==> src/rtl/lut_config_loader.sv <==
// Serial-to-parallel loader for the soft-coded fracturable LUT. It assembles an
// MSB-first framed bitstream and commits the finished word with a one-cycle config_en.
module lut_config_loader #(
    parameter int INPUTS    = 4,
    parameter int MEM_SIZE  = 2**INPUTS,
    parameter int CFG_WIDTH = 2*MEM_SIZE + 1,
    parameter int CNT_W     = $clog2(CFG_WIDTH + 1)
) (
    input  logic                 config_clk,
    input  logic                 config_rst,
    input  logic                 load_start,
    input  logic                 bit_in,
    input  logic                 bit_valid,
    output logic                 bit_ready,
    output logic [CFG_WIDTH-1:0] config_out,
    output logic                 config_en,
    output logic                 busy,
    output logic                 loaded,
    output logic [CNT_W-1:0]     bit_count
);

    typedef enum logic [1:0] {
        IDLE   = 2'd0,
        SHIFT  = 2'd1,
        COMMIT = 2'd2
    } state_t;

    // Count value just before the final bit of a frame is accepted.
    localparam logic [CNT_W-1:0] LAST_IDX = CNT_W'(CFG_WIDTH - 1);

    state_t               state;
    logic [CFG_WIDTH-1:0] shift_reg;
    logic [CFG_WIDTH-1:0] next_word;
    logic                 accept;

    assign accept    = bit_valid && bit_ready;
    assign next_word = {shift_reg[CFG_WIDTH-2:0], bit_in};

    // Handshake and strobe outputs are registered alongside the state so that
    // no input reaches an output combinationally.
    always_ff @(posedge config_clk) begin
        // NOTE: sequential state uses non-blocking assignments so every register
        // samples pre-edge values; blocking here would create ordering races.
        if (config_rst) begin
            // NOTE: the shift register is an ordinary register bank, not a RAM,
            // so clearing it on reset is cheap and keeps restarts deterministic.
            state      <= IDLE;
            shift_reg  <= '0;
            config_out <= '0;
            bit_count  <= '0;
            config_en  <= 1'b0;
            bit_ready  <= 1'b0;
            busy       <= 1'b0;
            loaded     <= 1'b0;
        end else begin
            case (state)
                IDLE: begin
                    if (load_start) begin
                        state     <= SHIFT;
                        shift_reg <= '0;
                        bit_count <= '0;
                        loaded    <= 1'b0;
                        bit_ready <= 1'b1;
                        busy      <= 1'b1;
                    end
                end

                SHIFT: begin
                    if (load_start) begin
                        // Restart discards the partial frame and the bit offered now.
                        shift_reg <= '0;
                        bit_count <= '0;
                    end else if (accept) begin
                        shift_reg <= next_word;
                        bit_count <= bit_count + CNT_W'(1);
                        if (bit_count == LAST_IDX) begin
                            config_out <= next_word;
                            state      <= COMMIT;
                            bit_ready  <= 1'b0;
                            config_en  <= 1'b1;
                        end
                    end
                end

                COMMIT: begin
                    // load_start is ignored here; the commit always completes.
                    state     <= IDLE;
                    config_en <= 1'b0;
                    busy      <= 1'b0;
                    loaded    <= 1'b1;
                end

                default: begin
                    state     <= IDLE;
                    config_en <= 1'b0;
                    bit_ready <= 1'b0;
                    busy      <= 1'b0;
                end
            endcase
        end
    end

endmodule

==> config.mk <==
export PLATFORM = sky130hd
export DESIGN_NAME = lut_config_loader
export DESIGN_NICKNAME = d
export VERILOG_FILES = /design/src/rtl/lut_config_loader.sv
export SDC_FILE = /design/constraint.sdc
export NUM_CORES = 1
export LEC_CHECK = 0
export CAP_MARGIN = 20
export CORE_UTILIZATION = 49
export CTS_CLUSTER_DIAMETER = 120
export DETAILED_ROUTE_END_ITERATION = 8
export HOLD_SLACK_MARGIN = 0.08
export PLACE_DENSITY = 0.76
export SETUP_SLACK_MARGIN = 0.5
export SLEW_MARGIN = 10
export SYNTH_ARGS = -nofsm -noshare
export SYNTH_HDL_FRONTEND = slang
export SYNTH_SLANG_ARGS = --single-unit
==> constraint.sdc <==
create_clock -name config_clk -period 1.4 [get_ports config_clk]
set_input_delay 0.21 -clock config_clk [delete_from_list [all_inputs] [get_ports config_clk]]
set_output_delay 0.21 -clock config_clk [all_outputs]
set_load 0.05 [all_outputs]
==> summary.txt <==
Synthesis and place-and-route results.

- The width of the die is 84.1 um.
- The delay of the slowest critical-path stage is 0.37 ns.
- By count the netlist is led by sky130_fd_sc_hd__dfxtp_1 (77), sky130_fd_sc_hd__nand2b_1 (69), sky130_fd_sc_hd__o21ai_1 (36).
- The synthesis stat section lists a flop and latch total of between 70 and 80.
- The endpoint of the worst hold path is loaded.
- The net switching power figure is 1.13 mW.
- The yosys stat cell total is ~360.
- The synthesis report lists the most area-consuming cells as sky130_fd_sc_hd__dfxtp_1 (47%), sky130_fd_sc_hd__nand2b_1 (13%), sky130_fd_sc_hd__mux2i_1 (10%).
- The sequential fraction of the synthesis area is 0.466.
- The transition at the pin with the smallest max-transition slack is between 0.4 and 0.5 ns.
- The worst setup path is of the reg -> reg kind.
- The number of cells on the worst hold path is 2.
- The power per cell area is ~750 mW/mm^2.
- The clock share of power is 0.370.
- The number of setup violations in the final report is 73.
- The initial antenna violation count was 0.
- The critical path endpoint category is a flop.
- STA reports a reg2reg setup slack of -0.23 ns.
- For this block, the initial DRC count from the detailed router was between 300 and 400.
- Counting only logic cells after layout, the most numerous master is sky130_fd_sc_hd__nand2b_1.
- The first-pass GRT wire length is 17100 um.
- Traced cell by cell, the critical path runs through buf_6 -> a31oi_4 -> buf_12 -> buf_6 -> buf_12 -> buf_16 -> o21ai_2 -> a21oi_2.
- ~48 I/O pins were placed.
- The part of the total power dissipated in sequential elements is 0.507.
- The warning tally printed by Yosys for this design is 0.
- The share of synthesized area in the top cell type comes to 0.466.
- The average size of a mapped cell is ~9.2 sq um.
- The final worst setup slack is -0.232 ns.
- Of the total standard cell area in the layout, the multi-input combinational portion is 0.335.
- Yosys reports a chip area of between 0.003 and 0.004 sq mm.
- After technology mapping, the gate count stands at 361.
- The run finished, with violations left.
- The number of cells on the worst reg-to-reg path is 8.
- Before any placement, the netlist area is recorded as around 0.0033 sq mm.
- The remaining antenna violation count is 0.
- The number of CTS-inserted buffers is 9.
- The proportion of register bits with asynchronous set or reset after synthesis is 0.
- The most used flip-flop cell after synthesis is sky130_fd_sc_hd__dfxtp_1.
- The TritonCTS clock tree is yes.
- The min-delay analysis places its worst path in the category in -> reg.
- The area fraction of clock buffers and clock inverters is 0.0295.
- The via count of the first global-routing pass is 3280.
- The number of gates on the worst path with buffers counted is 8.
- The cell class ranked first by area is logic gates.
- The checks that failed: design-rule violations, negative setup slack.
- After floorplanning, the die was sized to cover slightly above 0.007 sq mm.
- The tree is rooted in a sky130_fd_sc_hd__clkbuf_8.
- The H-tree was split into 3 levels.
- Setup repair after global routing could not meet its margin everywhere.
- The pre-placement core utilization is 0.515.
- The highest fanout seen on the critical path is 5.
- For reference, the clock transition at the flip-flops on the worst setup and hold paths is 0.08 ns.
- The number of antenna diodes in the final layout is 0.
- The DRC violations left is 6.
- The filler cell count in the final layout is 248.
- The design internal power is approximately 3.2 mW.
- Post-route period utilization is reported as 1.17.
- After layout, the minimum clock period comes to around 1.6 ns.
- The clock tree has to reach roughly 77 sinks.
- The launching point of the worst reg2reg path is state[0].
- Per the hold report, the tightest min-delay path originates at config_rst.
[logic make-up (layout without fill, tap and decap cells)]
kind of cell,count (synthesis),count (layout),synth area share
compound gates,82,82,0.133
mux,33,33,0.0999
flops,77,77,0.466
simple gates,130,130,0.237
fa+ha+maj,2,2,0.00757
buf+inv,37,151,0.0568
[power by group through the flow]
stage                     sequential [mW]  clock, mW  combinational [mW]
final                                2.19       1.60               0.531
after detailed placement             2.26          0               0.259
after global placement               2.26          0               0.254
after CTS                            2.19       1.52               0.446
after global routing                 2.19       1.70               0.542
after floorplan                      2.27          0               0.153
[metrics by stage]
stage | setup TNS [ns] | std cells | area [sq um] | hold WS [ns]
finish | -9.32 | 552 | 5730 | 0.226
global route | -10.54 | 552 | 5730 | 0.204
CTS | -1.89 | 535 | 5300 | 0.176
detailed placement | -18.68 | 481 | 4410 | 0.475
global placement | -15.87 | 481 | 4410 | 0.462
floorplan | -2.15 | 361 | 3420 | 0.362
[worst register-to-register path: stages, from the launching register on]
cell and delay, ns:
sky130_fd_sc_hd__dfxtp_4 0.37, sky130_fd_sc_hd__buf_6 0.13, sky130_fd_sc_hd__a31oi_4 0.30, sky130_fd_sc_hd__buf_12 0.16, sky130_fd_sc_hd__buf_6 0.10, sky130_fd_sc_hd__buf_12 0.09
sky130_fd_sc_hd__buf_16 0.11, sky130_fd_sc_hd__o21ai_2 0.07, sky130_fd_sc_hd__a21oi_2 0.21
[timing repair]
action | in CTS | in global routing
setup buffers | 33 | 15
cloned | 6 | 2
setup endpoints to repair | 120 | 120
resized | 99 | 68
pin swaps | 24 | 26
hold endpoints to repair | 0 | 0
[routing by layer]
metal	vias to the layer above	global-route usage	share of wire
met5	-	0	0
met4	0	0.174	0.056
met3	72	0.0737	0.064
met2	215	0.522	0.48
met1	1671	0.372	0.40
li1	1485	-	-
### Routing congestion

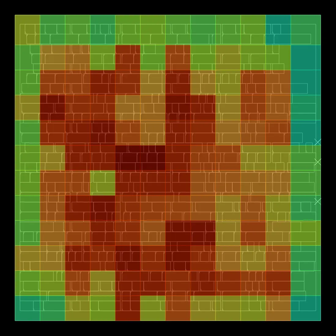
Top Usage Layer GRT: met2
Tot GR Track Use: 0.313

### Signal wires by layer

The bar under the picture is 20 um long.
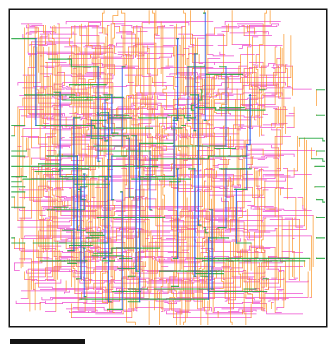
legend:
  magenta:
    layer: metal 1
    wire_length: 5300 um
  blue:
    layer: metal 4
    wire_length: 746 um
  orange:
    layer: metal 2
    wire_length: 6310 um
  green:
    layer: metal 3
    wire_length: 846 um
routed length per instance: 23.9 um
DR vias: 3443

### Sequential cells grouped by signal name

The bar under the picture is 20 um long. Other sequential cells in the stronger grey, the rest of the logic in the fainter grey.
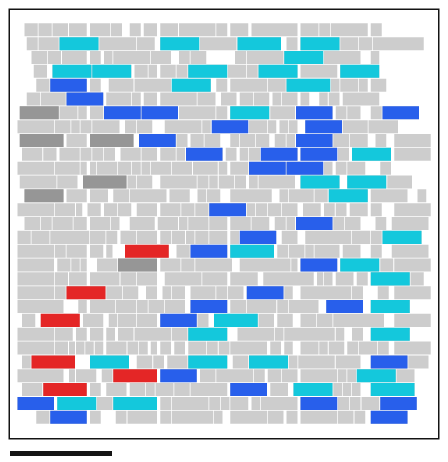
legend:
  blue:
    name_in_the_netlist: `shift_reg`
    flops: 32
    where: widely spread
  red:
    name_in_the_netlist: `bit_count`
    flops: 6
    where: south-west
  cyan:
    name_in_the_netlist: `config_out`
    flops: 33
    where: widely spread
not coloured: 6
register share of the cell area: 0.285
power dissipated in sequential cells: 2.19 mW
flip-flop and latch area: 0.00163 sq mm

### Wiring heat map

The bar under the picture is 20 um long. The die is cut into 17 by 17 equal tiles; dark blue is low, red is high, scaled to the fullest tile. Values are wire area over tile area, all layers added.
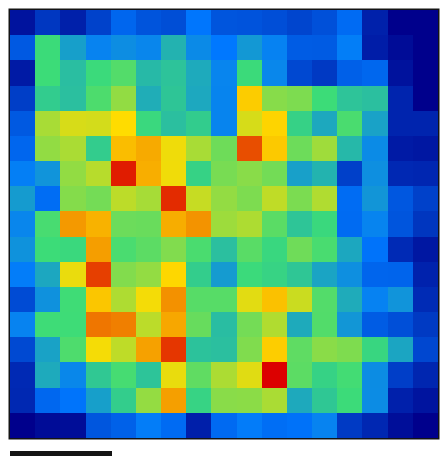
mean over tiles: 0.31
emptiest ninth of the die: north-east
nearly empty tiles: 2.4%
fullest tile: 0.75
tiles over half the peak: 38%
final routed wirelength across all metal layers: 13200 um

### Placed cells, one colour a class

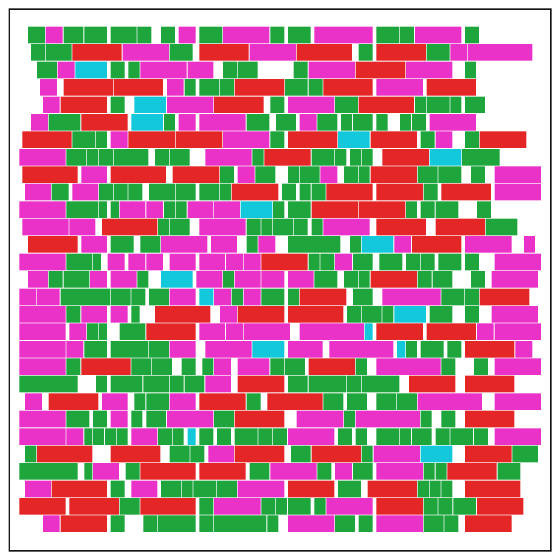
legend:
  green:
    class: combinational and other logic
    cells: 251
    share_of_their_area: 34%
  cyan:
    class: clock drivers and dummy loads
    cells: 15
    share_of_their_area: 3.0%
  magenta:
    class: other buffers and delay cells
    cells: 132
    share_of_their_area: 34%
  red:
    class: flops
    cells: 77
    share_of_their_area: 29%
fin area: 0.00573 sq mm
utilization after layout: 0.891
Std-Cell Core Area: 0.00642 sq mm
number of placement rows: 29

Power is estimated from default activity; no workload was simulated.
